$ cat src/rtl/vga_scene_pkg.sv
// Shared definitions for the VGA timing / scene scheduling block.
// Holds the default 640x480@60 raster constants, the scene-state enum,
// the fade level width and a helper that sizes the scene index.
package vga_scene_pkg;

  // Default 640x480 raster, pixel units horizontally and line units vertically.
  localparam int H_ACTIVE_DEF = 640;
  localparam int H_FP_DEF     = 16;
  localparam int H_SYNC_DEF   = 96;
  localparam int H_BP_DEF     = 48;
  localparam int V_ACTIVE_DEF = 480;
  localparam int V_FP_DEF     = 10;
  localparam int V_SYNC_DEF   = 2;
  localparam int V_BP_DEF     = 33;

  localparam int                FADE_W   = 2;
  localparam logic [FADE_W-1:0] FADE_MAX = 2'd3;

  typedef enum logic [1:0] {
    ST_FADE_IN  = 2'd0,
    ST_RUN      = 2'd1,
    ST_FADE_OUT = 2'd2
  } scene_state_e;

  // Scene index width; a single scene still gets a 1-bit port.
  function automatic int scene_width(input int num_scenes);
    return (num_scenes > 1) ? $clog2(num_scenes) : 1;
  endfunction

endpackage

$ cat src/rtl/vga_scene_ctrl_if.sv
// Bundle between the timing/scene controller and the video/audio datapath.
// master: the controller (takes pause/skip, drives raster and scene state).
// slave : the consumer (drives pause/skip, receives everything else).
interface vga_scene_ctrl_if
  import vga_scene_pkg::*;
#(
  parameter int SCENE_W = 2
) ();

  logic               pause;
  logic               skip;
  logic               hsync;
  logic               vsync;
  logic               de;
  logic [9:0]         hpos;
  logic [9:0]         vpos;
  logic               line_start;
  logic               frame_start;
  logic               sample_tick;
  logic [15:0]        frame_count;
  logic [SCENE_W-1:0] scene;
  logic [FADE_W-1:0]  fade;
  logic               scene_change;

  modport master (
    input  pause, skip,
    output hsync, vsync, de, hpos, vpos, line_start, frame_start,
           sample_tick, frame_count, scene, fade, scene_change
  );

  modport slave (
    output pause, skip,
    input  hsync, vsync, de, hpos, vpos, line_start, frame_start,
           sample_tick, frame_count, scene, fade, scene_change
  );

endinterface

$ cat src/rtl/vga_scene_ctrl_scheduler.sv
// scene_scheduler: per-frame scene sequencer (FADE_IN -> RUN -> FADE_OUT).
// Ports:
//   clock, reset     pixel clock, synchronous active-high reset
//   frame_start_i    one-cycle strobe; the FSM only moves on these cycles
//   pause_i          freezes FSM, counter and fade when seen on frame_start
//   skip_i           level/pulse request to leave the current scene early
//   scene_o          active scene index
//   fade_o           brightness level, 0 = black, 3 = full
//   scene_change_o   one-cycle pulse when scene_o changes
module scene_scheduler
  import vga_scene_pkg::*;
#(
  parameter int NUM_SCENES   = 4,
  parameter int SCENE_FRAMES = 256,
  parameter int FADE_FRAMES  = 8,
  parameter int SCENE_W      = scene_width(NUM_SCENES)
) (
  input  logic               clock,
  input  logic               reset,
  input  logic               frame_start_i,
  input  logic               pause_i,
  input  logic               skip_i,
  output logic [SCENE_W-1:0] scene_o,
  output logic [FADE_W-1:0]  fade_o,
  output logic               scene_change_o
);

  localparam logic [15:0]        FADE_LIM   = 16'(FADE_FRAMES);
  localparam logic [15:0]        RUN_LIM    = 16'(SCENE_FRAMES);
  localparam logic [SCENE_W-1:0] SCENE_LAST = SCENE_W'(NUM_SCENES - 1);

  scene_state_e       state_q, state_d;
  logic [15:0]        cnt_q, cnt_d;
  logic [15:0]        cnt_inc;
  logic [FADE_W-1:0]  fade_q, fade_d;
  logic [SCENE_W-1:0] scene_q, scene_d;
  logic               skip_q, skip_d;
  logic               change_q, change_d;
  logic               skip_pend;

  always_comb begin
    // NOTE: every always_comb output gets a default first, so no path
    // through the case/if tree leaves a signal unassigned (no latch).
    state_d   = state_q;
    cnt_d     = cnt_q;
    fade_d    = fade_q;
    scene_d   = scene_q;
    change_d  = 1'b0;
    cnt_inc   = cnt_q + 16'd1;
    skip_pend = skip_q | skip_i;
    // The skip request is sticky until a frame_start that is not paused.
    skip_d    = skip_pend;

    if (frame_start_i && !pause_i) begin
      skip_d = 1'b0;
      unique case (state_q)
        ST_FADE_IN: begin
          if (skip_pend) begin
            state_d = ST_FADE_OUT;
            cnt_d   = '0;
          end else if (cnt_inc == FADE_LIM) begin
            cnt_d  = '0;
            fade_d = fade_q + 1'b1;
            if (fade_q == FADE_MAX - 1'b1) state_d = ST_RUN;
          end else begin
            cnt_d = cnt_inc;
          end
        end
        ST_RUN: begin
          if (skip_pend || cnt_inc == RUN_LIM) begin
            state_d = ST_FADE_OUT;
            cnt_d   = '0;
          end else begin
            cnt_d = cnt_inc;
          end
        end
        ST_FADE_OUT: begin
          if (cnt_inc == FADE_LIM) begin
            cnt_d = '0;
            // A skip taken early in FADE_IN can arrive here already at 0;
            // treat that like the last step rather than wrapping to 3.
            if (fade_q <= 2'd1) begin
              fade_d   = '0;
              scene_d  = (scene_q == SCENE_LAST) ? '0 : scene_q + SCENE_W'(1);
              change_d = 1'b1;
              state_d  = ST_FADE_IN;
            end else begin
              fade_d = fade_q - 1'b1;
            end
          end else begin
            cnt_d = cnt_inc;
          end
        end
        default: state_d = ST_FADE_IN;
      endcase
    end
  end

  always_ff @(posedge clock) begin
    if (reset) begin
      state_q  <= ST_FADE_IN;
      cnt_q    <= '0;
      fade_q   <= '0;
      scene_q  <= '0;
      skip_q   <= 1'b0;
      change_q <= 1'b0;
    end else begin
      state_q  <= state_d;
      cnt_q    <= cnt_d;
      fade_q   <= fade_d;
      scene_q  <= scene_d;
      skip_q   <= skip_d;
      change_q <= change_d;
    end
  end

  assign scene_o        = scene_q;
  assign fade_o         = fade_q;
  assign scene_change_o = change_q;

endmodule

$ cat src/rtl/vga_scene_ctrl.sv
// vga_scene_ctrl: VGA raster generator plus per-frame scene scheduler.
// Ports:
//   clock   pixel clock (25.175 MHz nominal)
//   reset   synchronous, active-high
//   bus     vga_scene_ctrl_if.master:
//             in : pause, skip
//             out: hsync, vsync, de, hpos, vpos, line_start, frame_start,
//                  sample_tick, frame_count, scene, fade, scene_change
// All outputs are registered. Decodes are computed from the next-state
// counters so each registered flag lines up with the hpos/vpos shown in
// the same cycle.
module vga_scene_ctrl
  import vga_scene_pkg::*;
#(
  parameter int   H_ACTIVE     = H_ACTIVE_DEF,
  parameter int   H_FP         = H_FP_DEF,
  parameter int   H_SYNC       = H_SYNC_DEF,
  parameter int   H_BP         = H_BP_DEF,
  parameter int   V_ACTIVE     = V_ACTIVE_DEF,
  parameter int   V_FP         = V_FP_DEF,
  parameter int   V_SYNC       = V_SYNC_DEF,
  parameter int   V_BP         = V_BP_DEF,
  parameter bit   SYNC_NEG     = 1'b1,
  parameter int   NUM_SCENES   = 4,
  parameter int   SCENE_FRAMES = 256,
  parameter int   FADE_FRAMES  = 8
) (
  input  logic             clock,
  input  logic             reset,
  vga_scene_ctrl_if.master bus
);

  localparam int SCENE_W = scene_width(NUM_SCENES);
  localparam int H_TOTAL = H_ACTIVE + H_FP + H_SYNC + H_BP;
  localparam int V_TOTAL = V_ACTIVE + V_FP + V_SYNC + V_BP;

  localparam logic [9:0] H_LAST   = 10'(H_TOTAL - 1);
  localparam logic [9:0] V_LAST   = 10'(V_TOTAL - 1);
  localparam logic [9:0] H_ACT    = 10'(H_ACTIVE);
  localparam logic [9:0] V_ACT    = 10'(V_ACTIVE);
  localparam logic [9:0] HS_START = 10'(H_ACTIVE + H_FP);
  localparam logic [9:0] HS_END   = 10'(H_ACTIVE + H_FP + H_SYNC);
  localparam logic [9:0] VS_START = 10'(V_ACTIVE + V_FP);
  localparam logic [9:0] VS_END   = 10'(V_ACTIVE + V_FP + V_SYNC);
  localparam logic       SYNC_ON  = ~SYNC_NEG;

  logic [9:0]  hpos_q, hpos_d;
  logic [9:0]  vpos_q, vpos_d;
  logic        de_q, hsync_q, vsync_q;
  logic        line_start_q, frame_start_q;
  logic [15:0] frame_count_q;
  logic        new_line, new_frame;

  logic [SCENE_W-1:0] scene_w;
  logic [FADE_W-1:0]  fade_w;
  logic               scene_change_w;

  always_comb begin
    hpos_d = hpos_q + 10'd1;
    vpos_d = vpos_q;
    if (hpos_q == H_LAST) begin
      hpos_d = '0;
      vpos_d = (vpos_q == V_LAST) ? '0 : vpos_q + 10'd1;
    end
    new_line  = (hpos_d == '0);
    new_frame = new_line && (vpos_d == '0);
  end

  // Reset parks the counters on the last pixel so the first active cycle
  // after reset is (0,0) with frame_start high.
  always_ff @(posedge clock) begin
    // NOTE: sequential state uses non-blocking assignments only, so every
    // register samples the pre-edge values regardless of statement order.
    if (reset) begin
      hpos_q        <= H_LAST;
      vpos_q        <= V_LAST;
      de_q          <= 1'b0;
      hsync_q       <= ~SYNC_ON;
      vsync_q       <= ~SYNC_ON;
      line_start_q  <= 1'b0;
      frame_start_q <= 1'b0;
      frame_count_q <= 16'hFFFF;
    end else begin
      hpos_q        <= hpos_d;
      vpos_q        <= vpos_d;
      de_q          <= (hpos_d < H_ACT) && (vpos_d < V_ACT);
      hsync_q       <= (hpos_d >= HS_START && hpos_d < HS_END) ? SYNC_ON : ~SYNC_ON;
      vsync_q       <= (vpos_d >= VS_START && vpos_d < VS_END) ? SYNC_ON : ~SYNC_ON;
      line_start_q  <= new_line;
      frame_start_q <= new_frame;
      if (new_frame) frame_count_q <= frame_count_q + 16'd1;
    end
  end

  // Driven by the registered strobe, so scene/fade move on the edge that
  // ends the frame_start cycle and are stable from pixel (1,0).
  scene_scheduler #(
    .NUM_SCENES  (NUM_SCENES),
    .SCENE_FRAMES(SCENE_FRAMES),
    .FADE_FRAMES (FADE_FRAMES),
    .SCENE_W     (SCENE_W)
  ) u_sched (
    .clock         (clock),
    .reset         (reset),
    .frame_start_i (frame_start_q),
    .pause_i       (bus.pause),
    .skip_i        (bus.skip),
    .scene_o       (scene_w),
    .fade_o        (fade_w),
    .scene_change_o(scene_change_w)
  );

  assign bus.hsync        = hsync_q;
  assign bus.vsync        = vsync_q;
  assign bus.de           = de_q;
  assign bus.hpos         = hpos_q;
  assign bus.vpos         = vpos_q;
  assign bus.line_start   = line_start_q;
  assign bus.frame_start  = frame_start_q;
  assign bus.sample_tick  = line_start_q;
  assign bus.frame_count  = frame_count_q;
  assign bus.scene        = scene_w;
  assign bus.fade         = fade_w;
  assign bus.scene_change = scene_change_w;

endmodule
$ cat src/flat_wrapper.sv
// flat-port wrapper written by rule: the top's interface ports become plain ports
module vga_scene_ctrl_flat import vga_scene_pkg::*;
#(
  parameter int   H_ACTIVE     = H_ACTIVE_DEF,
  parameter int   H_FP         = H_FP_DEF,
  parameter int   H_SYNC       = H_SYNC_DEF,
  parameter int   H_BP         = H_BP_DEF,
  parameter int   V_ACTIVE     = V_ACTIVE_DEF,
  parameter int   V_FP         = V_FP_DEF,
  parameter int   V_SYNC       = V_SYNC_DEF,
  parameter int   V_BP         = V_BP_DEF,
  parameter bit   SYNC_NEG     = 1'b1,
  parameter int   NUM_SCENES   = 4,
  parameter int   SCENE_FRAMES = 256,
  parameter int   FADE_FRAMES  = 8
)
  (clock, reset, bus_pause, bus_skip, bus_hsync, bus_vsync, bus_de, bus_hpos, bus_vpos, bus_line_start, bus_frame_start, bus_sample_tick, bus_frame_count, bus_scene, bus_fade, bus_scene_change);
  vga_scene_ctrl_if bus_i ();
  input  logic clock;
  input  logic reset;
  input wire logic [$bits(bus_i.pause)-1:0] bus_pause;
  input wire logic [$bits(bus_i.skip)-1:0] bus_skip;
  output wire logic [$bits(bus_i.hsync)-1:0] bus_hsync;
  output wire logic [$bits(bus_i.vsync)-1:0] bus_vsync;
  output wire logic [$bits(bus_i.de)-1:0] bus_de;
  output wire logic [$bits(bus_i.hpos)-1:0] bus_hpos;
  output wire logic [$bits(bus_i.vpos)-1:0] bus_vpos;
  output wire logic [$bits(bus_i.line_start)-1:0] bus_line_start;
  output wire logic [$bits(bus_i.frame_start)-1:0] bus_frame_start;
  output wire logic [$bits(bus_i.sample_tick)-1:0] bus_sample_tick;
  output wire logic [$bits(bus_i.frame_count)-1:0] bus_frame_count;
  output wire logic [$bits(bus_i.scene)-1:0] bus_scene;
  output wire logic [$bits(bus_i.fade)-1:0] bus_fade;
  output wire logic [$bits(bus_i.scene_change)-1:0] bus_scene_change;
  assign bus_i.pause = bus_pause;
  assign bus_i.skip = bus_skip;
  assign bus_hsync = bus_i.hsync;
  assign bus_vsync = bus_i.vsync;
  assign bus_de = bus_i.de;
  assign bus_hpos = bus_i.hpos;
  assign bus_vpos = bus_i.vpos;
  assign bus_line_start = bus_i.line_start;
  assign bus_frame_start = bus_i.frame_start;
  assign bus_sample_tick = bus_i.sample_tick;
  assign bus_frame_count = bus_i.frame_count;
  assign bus_scene = bus_i.scene;
  assign bus_fade = bus_i.fade;
  assign bus_scene_change = bus_i.scene_change;
  vga_scene_ctrl #(.H_ACTIVE(H_ACTIVE), .H_FP(H_FP), .H_SYNC(H_SYNC), .H_BP(H_BP), .V_ACTIVE(V_ACTIVE), .V_FP(V_FP), .V_SYNC(V_SYNC), .V_BP(V_BP), .SYNC_NEG(SYNC_NEG), .NUM_SCENES(NUM_SCENES), .SCENE_FRAMES(SCENE_FRAMES), .FADE_FRAMES(FADE_FRAMES)) u_core (.clock(clock), .reset(reset), .bus(bus_i));
endmodule
$ cat config.mk
export PLATFORM = sky130hd
export DESIGN_NAME = vga_scene_ctrl_flat
export DESIGN_NICKNAME = d
export VERILOG_FILES = /design/src/rtl/vga_scene_pkg.sv /design/src/rtl/vga_scene_ctrl_if.sv /design/src/rtl/vga_scene_ctrl_scheduler.sv /design/src/rtl/vga_scene_ctrl.sv /design/src/flat_wrapper.sv
export SDC_FILE = /design/constraint.sdc
export NUM_CORES = 1
export LEC_CHECK = 0
export CAP_MARGIN = 20
export CORE_ASPECT_RATIO = 0.6
export CORE_UTILIZATION = 25
export CTS_BUF_LIST = sky130_fd_sc_hd__clkbuf_16
export CTS_CLUSTER_DIAMETER = 200
export DETAILED_ROUTE_END_ITERATION = 8
export RECOVER_POWER = 100
export SYNTH_ARGS = -nofsm -noshare
export SYNTH_HDL_FRONTEND = slang
export SYNTH_HIERARCHICAL = 1
export SYNTH_SLANG_ARGS = --single-unit
$ cat constraint.sdc
create_clock -name clock -period 3.62 [get_ports clock]
set_input_delay 0.724 -clock clock [delete_from_list [all_inputs] [get_ports clock]]
set_output_delay 0.724 -clock clock [all_outputs]
set_load 0.02 [all_outputs]
==> out/README.md <==
| Quantity | Reported |
| --- | --- |
| Sequential element share of the synthesized area | 30.2% |
| Antenna diode instance count | 0 |
| Hold WC Path Type | flop to flop |
| Dominant logic cell type in the layout | sky130_fd_sc_hd__dfxtp_1 |
| Worst setup path class | flop to flop |
| Non-filler instance count after layout | 788 |
| XORs/XNORs by Area | 4.06% |
| Crit Path Max Fanout | 14 |
| Synth Flop Type | sky130_fd_sc_hd__dfxtp_1 |
| RD Place Congestion | 0.866 |
| Synth Area in Adders | 4.64% |
| Number of detailed-route iterations in the first pass | 5 |
| Avg WL per Cell | 14.5 um |
| Fin. max-slew vios | 47 |
| Nets | 575 |
| Met2 layer usage reported by global route | 14.3% |
| Layout multi-input combinational cell count | 408 |
| Buffers from clock root to sink, at most | 2 |
| Post-CTS Hold Buffers | 0 |
| Quantity of I/O buffers inserted on ports | 50 |
| Std-Cell Core Area | 0.0165 sq mm |
| Global Route Usage Sum | 13.0% |
| Maximum clock frequency | 315 MHz |
| Cell seen most often among critical-path stages | sky130_fd_sc_hd__or3_1 |
| FF/Latch Area | 0.00130 sq mm |
| Met1 Usage GRT | 22.0% |
| Post-synth design cell area | 0.00431 sq mm |
| Clock-pin slew on the worst setup and hold paths | 60 ps |
| Number of well-tap cells placed | 228 |
| Top power group | combinational logic |
| Instance tally after logic synthesis | 520 |
| Launching instance or port of the critical path | u_core/bus.hpos[0] |
| Setup slack after placement | 464 ps |
| Largest type area fraction | 30.2% |
| Registers, synthesis | 65 |
| OpenROAD warning count | 35 |
| Nets in the synthesized netlist | 540 |
| Total cell area at the placement stage | 0.00496 sq mm |
| Initial DRC count | 497 |
| Number of vias per cell after detailed routing | 4.92 |
| Sequential cell count | 65 |
| Internal portion of total power | 1.61 mW |
| Invs w/o clock | 17 |
| Fin worst setup slack | 446 ps |
| Remaining DRCs | 0 |
| Fill cells | 1,768 |
| Chip height | 104 um |
| Switching Share | 39.3% |
| Final Power | 2.65 mW |
| Worst reg2reg startpoint | u_core/bus.hpos[0] |
| Simple-gate share of the synthesized area | 32.7% |
| Power density cells | 520 mW/mm^2 |
| Crit path max-delay cell type | sky130_fd_sc_hd__or3_1 |
| Most common logic cells in the final layout | sky130_fd_sc_hd__dfxtp_1, sky130_fd_sc_hd__nor2_1, sky130_fd_sc_hd__dlygate4sd3_1 |
| Maximum number of pins on one net before global-route repair | 47 |
| Chip footprint | 0.0178 sq mm |
| Met3 routed WL | 871 um |
| Vias in the first global route | 3,359 |
| Mux area share | 3.97% |
| Post-route clock period utilization | 87.7% |
| RSZ-0062 raised after global routing | no |
| Final-layout clock buffer total | 9 |
| Clock tree from TritonCTS | done |
| Largest area class, layout | multi-input combinational cells |
| First-pass GRT wire length | 18.2 mm |
| Proportion of power drawn by flip-flops and latches | 34.5% |
| Final number of setup-violating endpoints | 0 |
| Cell total after placement | 772 |
| Required time worst endpoint | 3840 ps |
| Number of cells on the worst reg-to-reg path | 7 |
| Max-cap violation count | 1 |
| Setup Total Neg Slack | 0 ps |
| Data arrival, critical path | 3390 ps |
| Async SR Flop Fraction | 0% |
| Relative slew margins | -34.9% |
| Routed met1 length | 6.47 mm |
| Share of cells above drive strength 1 | 7.50% |
| Total net switching power | 1.04 mW |
| Non-clock buffering overhead in the final layout | 10.2% |
| Violations in the final reports | max-capacitance violations, max-slew violations |
| Resized cells post-CTS | 0 |
| Power in sequential cells | 915 uW |
| Status | finished with violations |
| Critical Path Sink Type | flop |
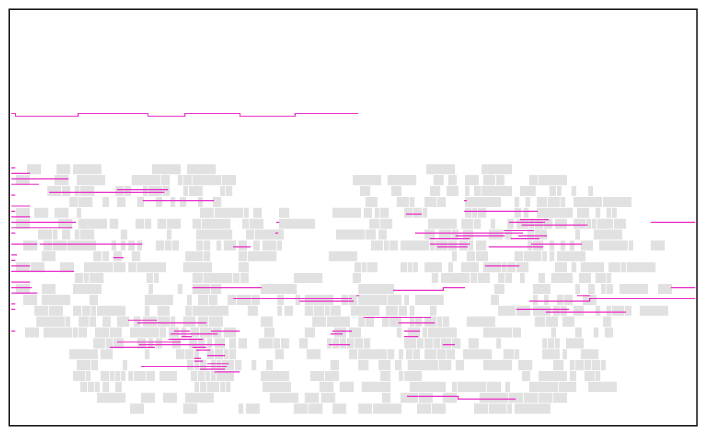
(images/met3.png)
Drawn at 4 px/um. Cells faint in the background.
longest straight run	29.4 um
wire length on this layer	872 um
nets with wire on the layer	74
main direction	horizontal
share of all routed wire	7.6%
global routing met3 resource utilization: 3.97%
sum of routed wire length over all layers: 11.4 mm
total number of vias: 3,879

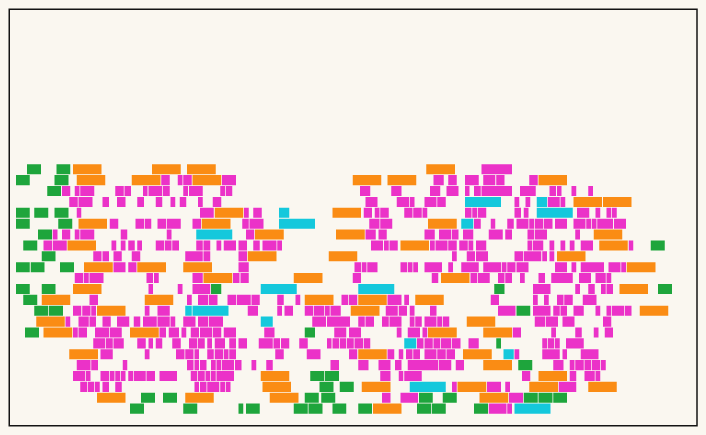
(images/cell_classes.png)
Drawn at 4 px/um.
colour	class	cells
green	other buffers and delay cells	54
orange	flops	65
magenta	all other logic	425
cyan	clock drivers and dummy loads	16
number of rows in the core area: 36
summed area of non-filler cells in the final layout: 0.00510 sq mm
register fraction of the total cell area: 25.5%

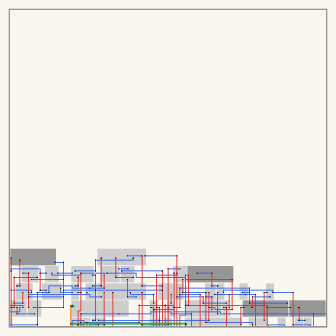
(images/zoom.png)
Window x 104 to 154, y 53 to 103 um. Cells in grey, sequential cells in the stronger grey; small squares are vias.
colour	layer
blue	met1
orange	met4
green	met3
red	met2
sequential cells in the window	4
netlist names of flops here include	u_core/u_sched/cnt_q (4)
cells with their middle in the window	39
most frequent	nor2_1 (7)

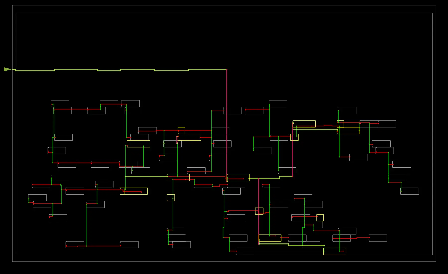
(images/final_clocks.png)
power attributed to the clock group: 818 uW
setup skew after layout: 11.8 ps
clock latency reported for the late side of the worst-skew pair: 340 ps

Power is estimated from default activity; no workload was simulated.
